==> run_1/metal_density.png <==
The die is cut into 17 by 23 equal tiles; dark blue is low, red is high, scaled to the fullest tile. Values are wire area over tile area, all layers added.
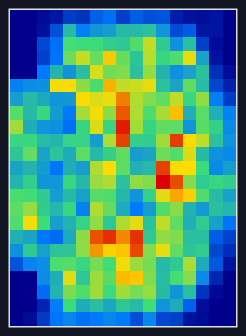
==> run_1/clocks.png <==
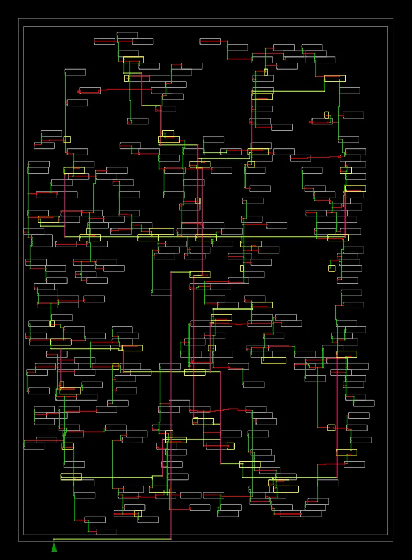
==> run_1/placement_by_type.png <==
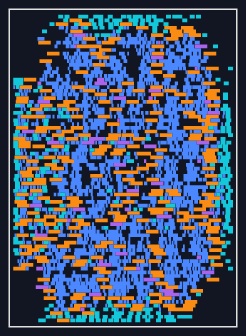
==> run_1/clk_routes.png <==
The bar under the picture is 50 um long.
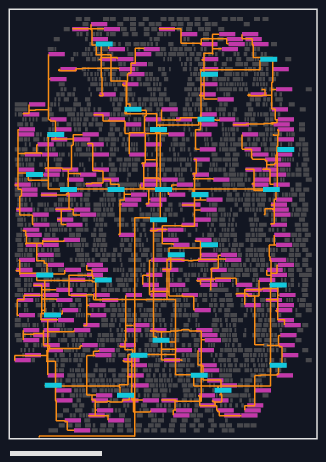
Design int_mul, sky130hd; sources not shown.
==> datasheet_impl.txt, run 1 <==
Table: implementation figures

Parameter                              Value

STA
  Total setup violations reported at the end of the flow .................. 0
  Fmax achieved .................. 221.9 MHz
  Setup tns final .................. 0 ps

Global route
  Global-route usage over all layers .................. 0.2755
  Initial antenna violation count .................. 0
  Total global routing overflow .................. 0

Detailed routing
  Detailed-router iteration count before antenna repair .................. 5
  Total via count after detailed routing .................. 16,690
  Met2 wirelength from detailed routing .................. 25.31 mm
  Top layer reached by signal wires .................. met4
  Initial detailed-routing violation count .................. 1,341
  ANT nets after route .................. 0

Clocking
  Deepest clock path buffer count .................. 3
  PostCTS Resize Cnt .................. 0

Logic synthesis
  Number of enable-type register cells in the synthesized netlist .................. 0
  Async set-or-reset flop fraction in the synthesized netlist .................. 1.000
  Number of standard cells after synthesis .................. 2,135
  Adder-cell area share of the yosys netlist .................. 0.09321
  XOR-XNOR Cells, Area Fraction .................. 0.04584
  Syn avg cell area .................. 8.413 um2
  Netlist area before placement .................. 17,960 um2

Finish
  Top logic cell by instance count in the layout .................. nand2_1
  Clock buf count .................. 35
  Filler cells .................. 3,176
  Combinational Area .................. 10,700 um2
  Post-layout nets .................. 2,586
  Final std cells w/o fill .................. 2,813
  Number of sequential storage elements .................. 262
  Combinational share of cell area .................. 0.4882

Placement
  Port Buffers .................. 265
  Area after DPL .................. 20,900 um2

Die
  Well Taps .................. 467

Setup path
  Top cell by count, worst path .................. a21o_1
  Worst-path fanout max .................. 55
  Number of cells traversed by the worst register-to-register path .................. 15
  Critical path cell sequence .................. buf_12, nor2b_1, buf_4, a22o_1, o21ai_0, o21ai_0, ha_1, a21o_1, a21o_1, a21o_1, a31o_2, a31oi_1, xnor2_1, nand3_1, mux2_1
  CP Depth .................. 15
  Worst Setup End Kind .................. flip-flop
  Type of the worst setup path .................. reg2reg

Status
  Status .................. finished clean
About metal_density.png:
mean over tiles: 0.24
nearly empty tiles: 7.2%
fullest tile: 0.58
routed length per placed instance: 19.28 um
final routed wirelength across all metal layers: 54.23 mm

About clocks.png:
Clock Skew: 11.31 ps
clock sink count: 262
clock latency on the worst-skew pair: 570 ps

About placement_by_type.png:
legend:
  orange:
    class: flops
    cells: 262
    share_of_their_area: 31%
  cyan:
    class: other buffers and delay cells
    cells: 286
    share_of_their_area: 14%
  blue:
    class: combinational and other logic
    cells: 1,746
    share_of_their_area: 51%
  purple:
    class: clock drivers and dummy loads
    cells: 52
    share_of_their_area: 4.5%
sequential share of cell area: 0.2997
count of standard-cell rows: 83

About clk_routes.png:
legend:
  cyan:
    item: clock drivers
    count: 28
  orange:
    item: clock wires
    length: 3,700 um
  magenta:
    item: flip-flops
    count: 262
flops lie: spread over the die

==> run_1/layer_met4.png <==
Cells faint in the background.
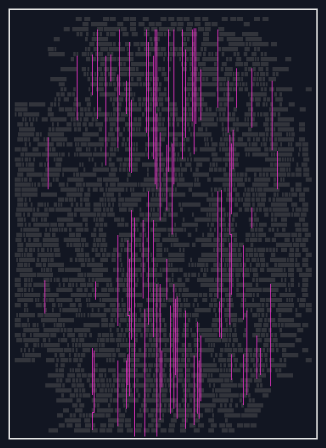

==> run 2, diff against run 1 <==
==> constraint.sdc (replaced) <==
create_clock -name clk -period 4.3 [get_ports clk]
set_input_delay 0.86 -clock clk [delete_from_list [all_inputs] [get_ports clk]]
set_output_delay 0.86 -clock clk [all_outputs]
set_load 0.05 [all_outputs]
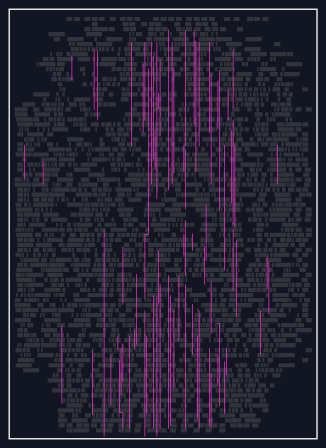
(run_2/layer_met4.png)
Cells faint in the background.
share of all routed wire: 6.0%
main direction: vertical
longest straight run: 112 um
nets with wire on the layer: 65
wire length on this layer: 3,350 um
total via count after detailed routing: 16,830
final routed wirelength across all metal layers: 56.23 mm

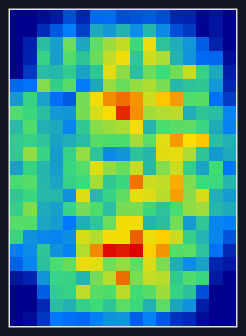
(run_2/metal_density.png)
The die is cut into 17 by 23 equal tiles; dark blue is low, red is high, scaled to the fullest tile. Values are wire area over tile area, all layers added.
mean over tiles: 0.25
nearly empty tiles: 6.1%
tiles over half the peak: 37%
fullest tile: 0.58
global-route usage over all layers: 0.2824
routed length per placed instance: 19.85 um

==> datasheet_impl.txt, run 2 <==
Table: implementation figures

Parameter                              Value

Status
  Status .................. finished clean

Setup path
  Critical path cell sequence .................. buf_4, nor2b_2, and3_1, a22o_1, ha_1, and3_1, a31oi_1, xnor2_1, nand3_1, mux2_1
  Worst endpoint required time .................. 4750 ps
  Worst setup SP type .................. flip-flop
  Number of cells traversed by the worst register-to-register path .................. 10 (-5)
  Slowest cell delay on critical path .................. 730 ps
  Worst-path fanout max .................. 39 (-29%)
  Top cell by count, worst path .................. and3_1
  CP Depth .................. 10 (-5)
  Worst Setup End Kind .................. flip-flop
  Type of the worst setup path .................. reg2reg
  Cell at the slowest stage of the critical path .................. dfrtp_2

Clocking
  Clock sink count .................. 262 (unchanged)
  Post-CTS setup buffers .................. 0
  Deepest clock path buffer count .................. 3 (unchanged)
  Clock latency on the worst-skew pair .................. 570 ps (about the same)
  PostCTS Resize Cnt .................. 0 (unchanged)
  Post-cts hold-fix buffer tally .................. 0
  CTS clock-pin slew for the worst setup and hold paths .................. 70 ps

Logic synthesis
  Syn avg cell area .................. 8.413 um2 (unchanged)
  Adder-cell area share of the yosys netlist .................. 0.09321 (unchanged)
  Top cell types by occurrence after synthesis .................. nand2_1, dfrtp_1, nor2_1
  Post-synth mux share .................. 0.06290
  Synthesis Warnings .................. 0
  Number of standard cells after synthesis .................. 2,135 (unchanged)
  XOR-XNOR Cells, Area Fraction .................. 0.04584 (unchanged)
  Number of cells in the yosys synthesis report .................. 2,135
  Netlist area before placement .................. 17,960 um2 (unchanged)
  Async set-or-reset flop fraction in the synthesized netlist .................. 1.000 (unchanged)
  Number of enable-type register cells in the synthesized netlist .................. 0 (unchanged)

Global route
  Initial antenna violation count .................. 0 (unchanged)
  Total global routing overflow .................. 0 (unchanged)
  Pin count of the biggest net entering global routing .................. 144
  GRT met3 Usage .................. 0.05625

Finish
  Clock-cell share .................. 0.04532
  Filler cells .................. 3,171 (-0.16%)
  Clock buf count .................. 40 (+14%)
  Combinational share of cell area .................. 0.4824 (-0.005808)
  Fraction of final layout cells sized beyond drive strength 1 .................. 0.06974
  Final std cells w/o fill .................. 2,833 (+0.71%)
  Number of sequential storage elements .................. 262 (unchanged)
  Top logic cell by instance count in the layout .................. nand2_1
  Post-layout nets .................. 2,606 (+0.77%)
  Sequential share of cell area .................. 0.2965 (-0.003150)
  Diodes inserted .................. 0
  Syn-to-layout area delta .................. 23.28%
  Combinational Area .................. 10,680 um2 (-0.14%)

STA
  Fmax achieved .................. 255.6 MHz (+15%)
  Setup tns final .................. 0 ps (unchanged)
  Clock Skew .................. 19.20 ps (+7.884 ps)
  Worst hold slack after final layout .................. 134.0 ps
  Total setup violations reported at the end of the flow .................. 0 (unchanged)
  Period minus WS final .................. 3912 ps

Die
  Count of standard-cell rows .................. 83 (unchanged)
  FP Core Util .................. 0.4927
  Total Die Area .................. 38,510 um2
  IO Count .................. 266
  Well Taps .................. 467 (unchanged)

Placement
  Area after DPL .................. 21,080 um2 (+0.84%)
  Port Buffers .................. 265 (unchanged)

Detailed routing
  Top layer reached by signal wires .................. met4
  Initial detailed-routing violation count .................. 1,230 (-8.3%)
  Detailed-router iteration count before antenna repair .................. 7 (+2)
  Met2 wirelength from detailed routing .................. 26.13 mm (+3.2%)
  ANT nets after route .................. 0 (unchanged)
